File: src/rtl/expected_in_accumulator_if.sv
// rtl/expected_in_accumulator_if.sv - row input and averaged output handshakes of expected_in_accumulator
interface expected_in_accumulator_if #(
    parameter int N = 16,
    parameter int W = 8
);
    logic           in_valid;
    logic           in_ready;
    logic [N*W-1:0] in_row;
    logic           out_valid;
    logic           out_ready;
    logic [N*W-1:0] out_avg;

    modport master (
        output in_valid, in_row, out_ready,
        input  in_ready, out_valid, out_avg
    );

    modport slave (
        input  in_valid, in_row, out_ready,
        output in_ready, out_valid, out_avg
    );
endinterface

File: src/rtl/expected_in_accumulator.sv
// rtl/expected_in_accumulator.sv - averages M expected_in rows per lane via a shared-cycle restoring divide
// Optional EXPECTED_IN_ROUND_EN adds floor(M/2) before dividing for round-half-up averages.
module expected_in_accumulator #(
    parameter int N = 16,
    parameter int M = 55,
    parameter int W = 8
) (
    input  logic                     clock,
    input  logic                     reset_n,
    input  logic                     clear,
    expected_in_accumulator_if.slave bus,
    output logic [$clog2(M+1)-1:0]   row_count,
    output logic                     busy
);
    localparam int S   = W + $clog2(M);
    localparam int RW  = $clog2(M) + 1;
    localparam int RCW = $clog2(M + 1);
    localparam int BW  = (W > 1) ? $clog2(W) : 1;

    localparam logic [RW:0]    DIVISOR  = (RW + 1)'(M);
    localparam logic [RCW-1:0] LAST_ROW = RCW'(M - 1);
    localparam logic [BW-1:0]  LAST_BIT = BW'(W - 1);

    localparam logic [1:0] ST_ACCUM  = 2'd0;
    localparam logic [1:0] ST_DIVIDE = 2'd1;
    localparam logic [1:0] ST_DONE   = 2'd2;

`ifdef EXPECTED_IN_ROUND_EN
    localparam logic [S-1:0] ROUND_BIAS = S'(M / 2);
`endif

    logic [1:0]    state;
    logic          loaded;
    logic [BW-1:0] bit_cnt;

    logic [S-1:0]  acc     [N];
    logic [RW-1:0] rem     [N];
    logic [W-1:0]  quot    [N];
    logic [S-1:0]  acc_add [N];
    logic [S-1:0]  acc_rnd [N];
    logic [RW:0]   trial   [N];
    logic [N-1:0]  ge;

    assign bus.in_ready  = (state == ST_ACCUM);
    assign bus.out_valid = (state == ST_DONE);
    assign busy          = (state != ST_ACCUM);

    for (genvar g = 0; g < N; g++) begin : g_lane_out
        assign bus.out_avg[g*W +: W] = quot[g];
    end

    always_comb begin
        for (int i = 0; i < N; i++) begin
            acc_add[i] = acc[i] + S'(bus.in_row[i*W +: W]);
`ifdef EXPECTED_IN_ROUND_EN
            acc_rnd[i] = acc[i] + ROUND_BIAS;
`else
            acc_rnd[i] = acc[i];
`endif
            // Remainder stays below M, so one dividend bit shifted in never exceeds 2M.
            trial[i] = {rem[i], acc[i][W-1]};
            ge[i]    = (trial[i] >= DIVISOR);
        end
    end

    // DIVIDE spends one cycle seeding the remainder from sum >> W, then W quotient-bit cycles.
    always_ff @(posedge clock or negedge reset_n) begin
        if (!reset_n) begin
            state     <= ST_ACCUM;
            loaded    <= 1'b0;
            bit_cnt   <= '0;
            row_count <= '0;
            for (int i = 0; i < N; i++) begin
                acc[i]  <= '0;
                rem[i]  <= '0;
                quot[i] <= '0;
            end
        end else if (clear) begin
            state     <= ST_ACCUM;
            loaded    <= 1'b0;
            bit_cnt   <= '0;
            row_count <= '0;
            for (int i = 0; i < N; i++) begin
                acc[i] <= '0;
                rem[i] <= '0;
            end
        end else begin
            case (state)
                ST_ACCUM: begin
                    if (bus.in_valid) begin
                        for (int i = 0; i < N; i++) acc[i] <= acc_add[i];
                        row_count <= row_count + RCW'(1);
                        if (row_count == LAST_ROW) state <= ST_DIVIDE;
                    end
                end
                ST_DIVIDE: begin
                    if (!loaded) begin
                        loaded <= 1'b1;
                        for (int i = 0; i < N; i++) begin
                            acc[i] <= acc_rnd[i];
                            rem[i] <= RW'(acc_rnd[i] >> W);
                        end
                    end else begin
                        for (int i = 0; i < N; i++) begin
                            rem[i]  <= ge[i] ? RW'(trial[i] - DIVISOR) : RW'(trial[i]);
                            acc[i]  <= acc[i] << 1;
                            quot[i] <= {quot[i][W-2:0], ge[i]};
                        end
                        bit_cnt <= bit_cnt + BW'(1);
                        if (bit_cnt == LAST_BIT) begin
                            state   <= ST_DONE;
                            loaded  <= 1'b0;
                            bit_cnt <= '0;
                        end
                    end
                end
                ST_DONE: begin
                    if (bus.out_ready) begin
                        state     <= ST_ACCUM;
                        row_count <= '0;
                        for (int i = 0; i < N; i++) begin
                            acc[i] <= '0;
                            rem[i] <= '0;
                        end
                    end
                end
                default: state <= ST_ACCUM;
            endcase
        end
    end
endmodule

File: src/flat_wrapper.sv
// flat-port wrapper written by rule: the top's interface ports become plain ports
module expected_in_accumulator_flat 
#(
    parameter int N = 16,
    parameter int M = 55,
    parameter int W = 8
)
  (clock, reset_n, clear, row_count, busy, bus_in_valid, bus_in_row, bus_out_ready, bus_in_ready, bus_out_valid, bus_out_avg);
  expected_in_accumulator_if #(.N(N), .W(W)) bus_i ();
  input  logic clock;
  input  logic reset_n;
  input  logic clear;
  output logic [$clog2(M+1)-1:0] row_count;
  output logic busy;
  input wire logic [$bits(bus_i.in_valid)-1:0] bus_in_valid;
  input wire logic [$bits(bus_i.in_row)-1:0] bus_in_row;
  input wire logic [$bits(bus_i.out_ready)-1:0] bus_out_ready;
  output wire logic [$bits(bus_i.in_ready)-1:0] bus_in_ready;
  output wire logic [$bits(bus_i.out_valid)-1:0] bus_out_valid;
  output wire logic [$bits(bus_i.out_avg)-1:0] bus_out_avg;
  assign bus_i.in_valid = bus_in_valid;
  assign bus_i.in_row = bus_in_row;
  assign bus_i.out_ready = bus_out_ready;
  assign bus_in_ready = bus_i.in_ready;
  assign bus_out_valid = bus_i.out_valid;
  assign bus_out_avg = bus_i.out_avg;
  expected_in_accumulator #(.N(N), .M(M), .W(W)) u_core (.clock(clock), .reset_n(reset_n), .clear(clear), .bus(bus_i), .row_count(row_count), .busy(busy));
endmodule
File: config.mk
export PLATFORM = sky130hd
export DESIGN_NAME = expected_in_accumulator_flat
export DESIGN_NICKNAME = d
export VERILOG_FILES = /design/src/rtl/expected_in_accumulator_if.sv /design/src/rtl/expected_in_accumulator.sv /design/src/flat_wrapper.sv
export SDC_FILE = /design/constraint.sdc
export NUM_CORES = 1
export LEC_CHECK = 0
export CORE_MARGIN = 2
export CORE_UTILIZATION = 40
export CTS_CLUSTER_SIZE = 20
export DETAILED_ROUTE_END_ITERATION = 10
export PLACE_DENSITY = 0.55
export SYNTH_ARGS = -nofsm -noshare
export SYNTH_HDL_FRONTEND = slang
export SYNTH_SLANG_ARGS = --single-unit
File: constraint.sdc
create_clock -name clock -period 5.7 [get_ports clock]
set_input_delay 1.14 -clock clock [delete_from_list [all_inputs] [get_ports clock]]
set_output_delay 1.14 -clock clock [all_outputs]
set_load 0.01 [all_outputs]
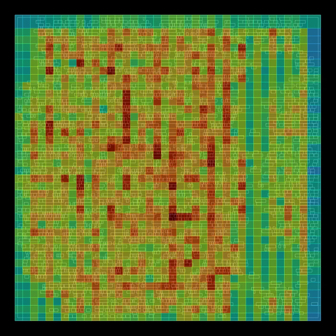
final_congestion.png
M3 GR Usage: 3.91%
final design utilization: 47.8%

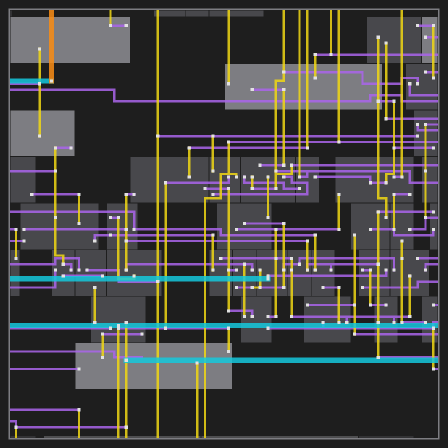
zoom.png
Window x 56 to 81, y 193 to 218 um. Cells in gray, sequential cells in the stronger gray; small squares are vias.
met1: marked purple. met3: marked cyan. met2: marked yellow. met4: marked orange.
Netlist names of flops here include u_core.acc (3). Most frequent: nand2_1 (5), a21oi_1 (5), nor2_1 (4). Sequential cells in the window: 3. 31 logic cells have their middle in the window.

==> run_results.csv <==
group,metric,value,unit
final_timing,fin_crit,3870,ps
pwr,power-per-cell-area,530,nW/um2
layout,regArea,11900,um2
layout,drive_gt1_share,9.35,%
layout,final_cells,4288,
drt,drt_first_pass_iters,6,
synth,yosysWarnings,0,
clock_network,htree_levels,2,
placed_design,dp_slack,1600,ps
critical_path,worstSetupStartpointType,"flop",
critical_path,crit_arrival,2730,ps
drt,wl_met1,40200,um
placed_design,dpl_cell_area,32700,um2
clock_network,ctsHoldBuffers,0,
synth,synth_area,29200,um2
final_timing,hold_viol,0,
drt,dr.first_iter.drc_count,1880,
final_timing,whs,473,ps
critical_path,cp_data_required_time,4560,ps
synth,synthArstFlopShare,100,%
outcome,status,"finished clean",
placed_design,port_buffers,269,
placed_design,dpl.hpwl,55100,um
critical_path,critPathKind,"reg2out",
drt,ant_nets,0,
global_routing,grt_usage,22.2,%
critical_path,r2r_cells,8,
layout,lay_top_count,"dfrtp_1",
pwr,swShare,44.0,%
final_timing,worst_slew_pin_slew,1290,ps
drt,wire_per_inst,19.7,um
synth,yosysSeqAreaShare,40.8,%
critical_path,crit_fanout,15,
synth,syn_area_per_cell,9.39,um2
die,io_pins,270,
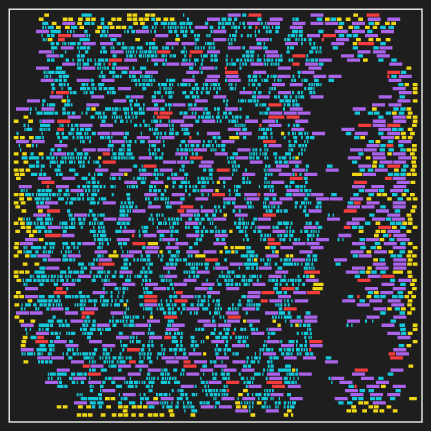
cell_classes.png
Scale: 1.5 px per um.
other buffers and delay cells: marked yellow, cells 306. all other logic: marked cyan, cells 2439. clock drivers and dummy loads: marked red, cells 106. flip-flops: marked purple, cells 476.

## sequential cells by signal (all words and copies together) (netlist names)
signal,flops
u_core.state,2
u_core.bus.out_avg,128
u_core.acc,224
u_core.row_count,6
u_core.loaded,1
u_core.rem,112
u_core.bit_cnt,3
## cell type report
type,count,area share [%]
inverters,37,0.400
diodes,2,0.0144
clock buffers,86,5.10
repair buffers,306,8.89
multi-input cells,2402,47.1
well taps,959,3.46
flip-flops and latches,476,34.4
clock inverters,20,0.671
## routing by layer
metal / vias to the layer above / track usage (%)
met4: 0 / 6.22
met1: 12300 / 32.6
met2: 750 / 33.3
li1: 11800 / -
met5: - / 0
met3: 117 / 3.91
## critical path: stages (launching register included)
cell and delay, ps:
dfrtp_1 410, inv_1 130, ha_1 710, clkdlybuf4s50_1 860
## kinds of logic after synthesis
logic type,after synthesis,synth area share [%]
AND/OR/NAND/NOR,788,12.2
buffers and inverters,228,3.49
XOR/XNOR,159,4.77
adder cells (fa/ha/maj),168,7.62
multiplexers,190,7.05
AND-OR/OR-AND,1097,24.0
flip-flops,476,40.8
## synth_stat cells, types with 74 or more instances
master    instances  area (um2)
buf_2            74         370
a22oi_1          80         601
a21o_1           88         661
xor2_1           91         797
dfrtp_1         476       11900
a21oi_1         387        1940
nor2_1          229         860
nand2_1         296        1110
mux2_2          123        1390
o21ai_0         191         956
clkbuf_1         97         364
ha_1            152        1900
## power groups by stage
stage / Clock [mW] / Combinational (mW) / Sequential [mW]
detailed placement: 0 / 8.76 / 5.69
CTS: 4.00 / 8.81 / 5.63
finish: 3.89 / 8.83 / 5.65
global placement: 0 / 8.50 / 5.62
floorplan: 0 / 6.39 / 5.32
global route: 4.14 / 9.81 / 5.82
No activity file was given, so power comes from the tool's default toggle rates.
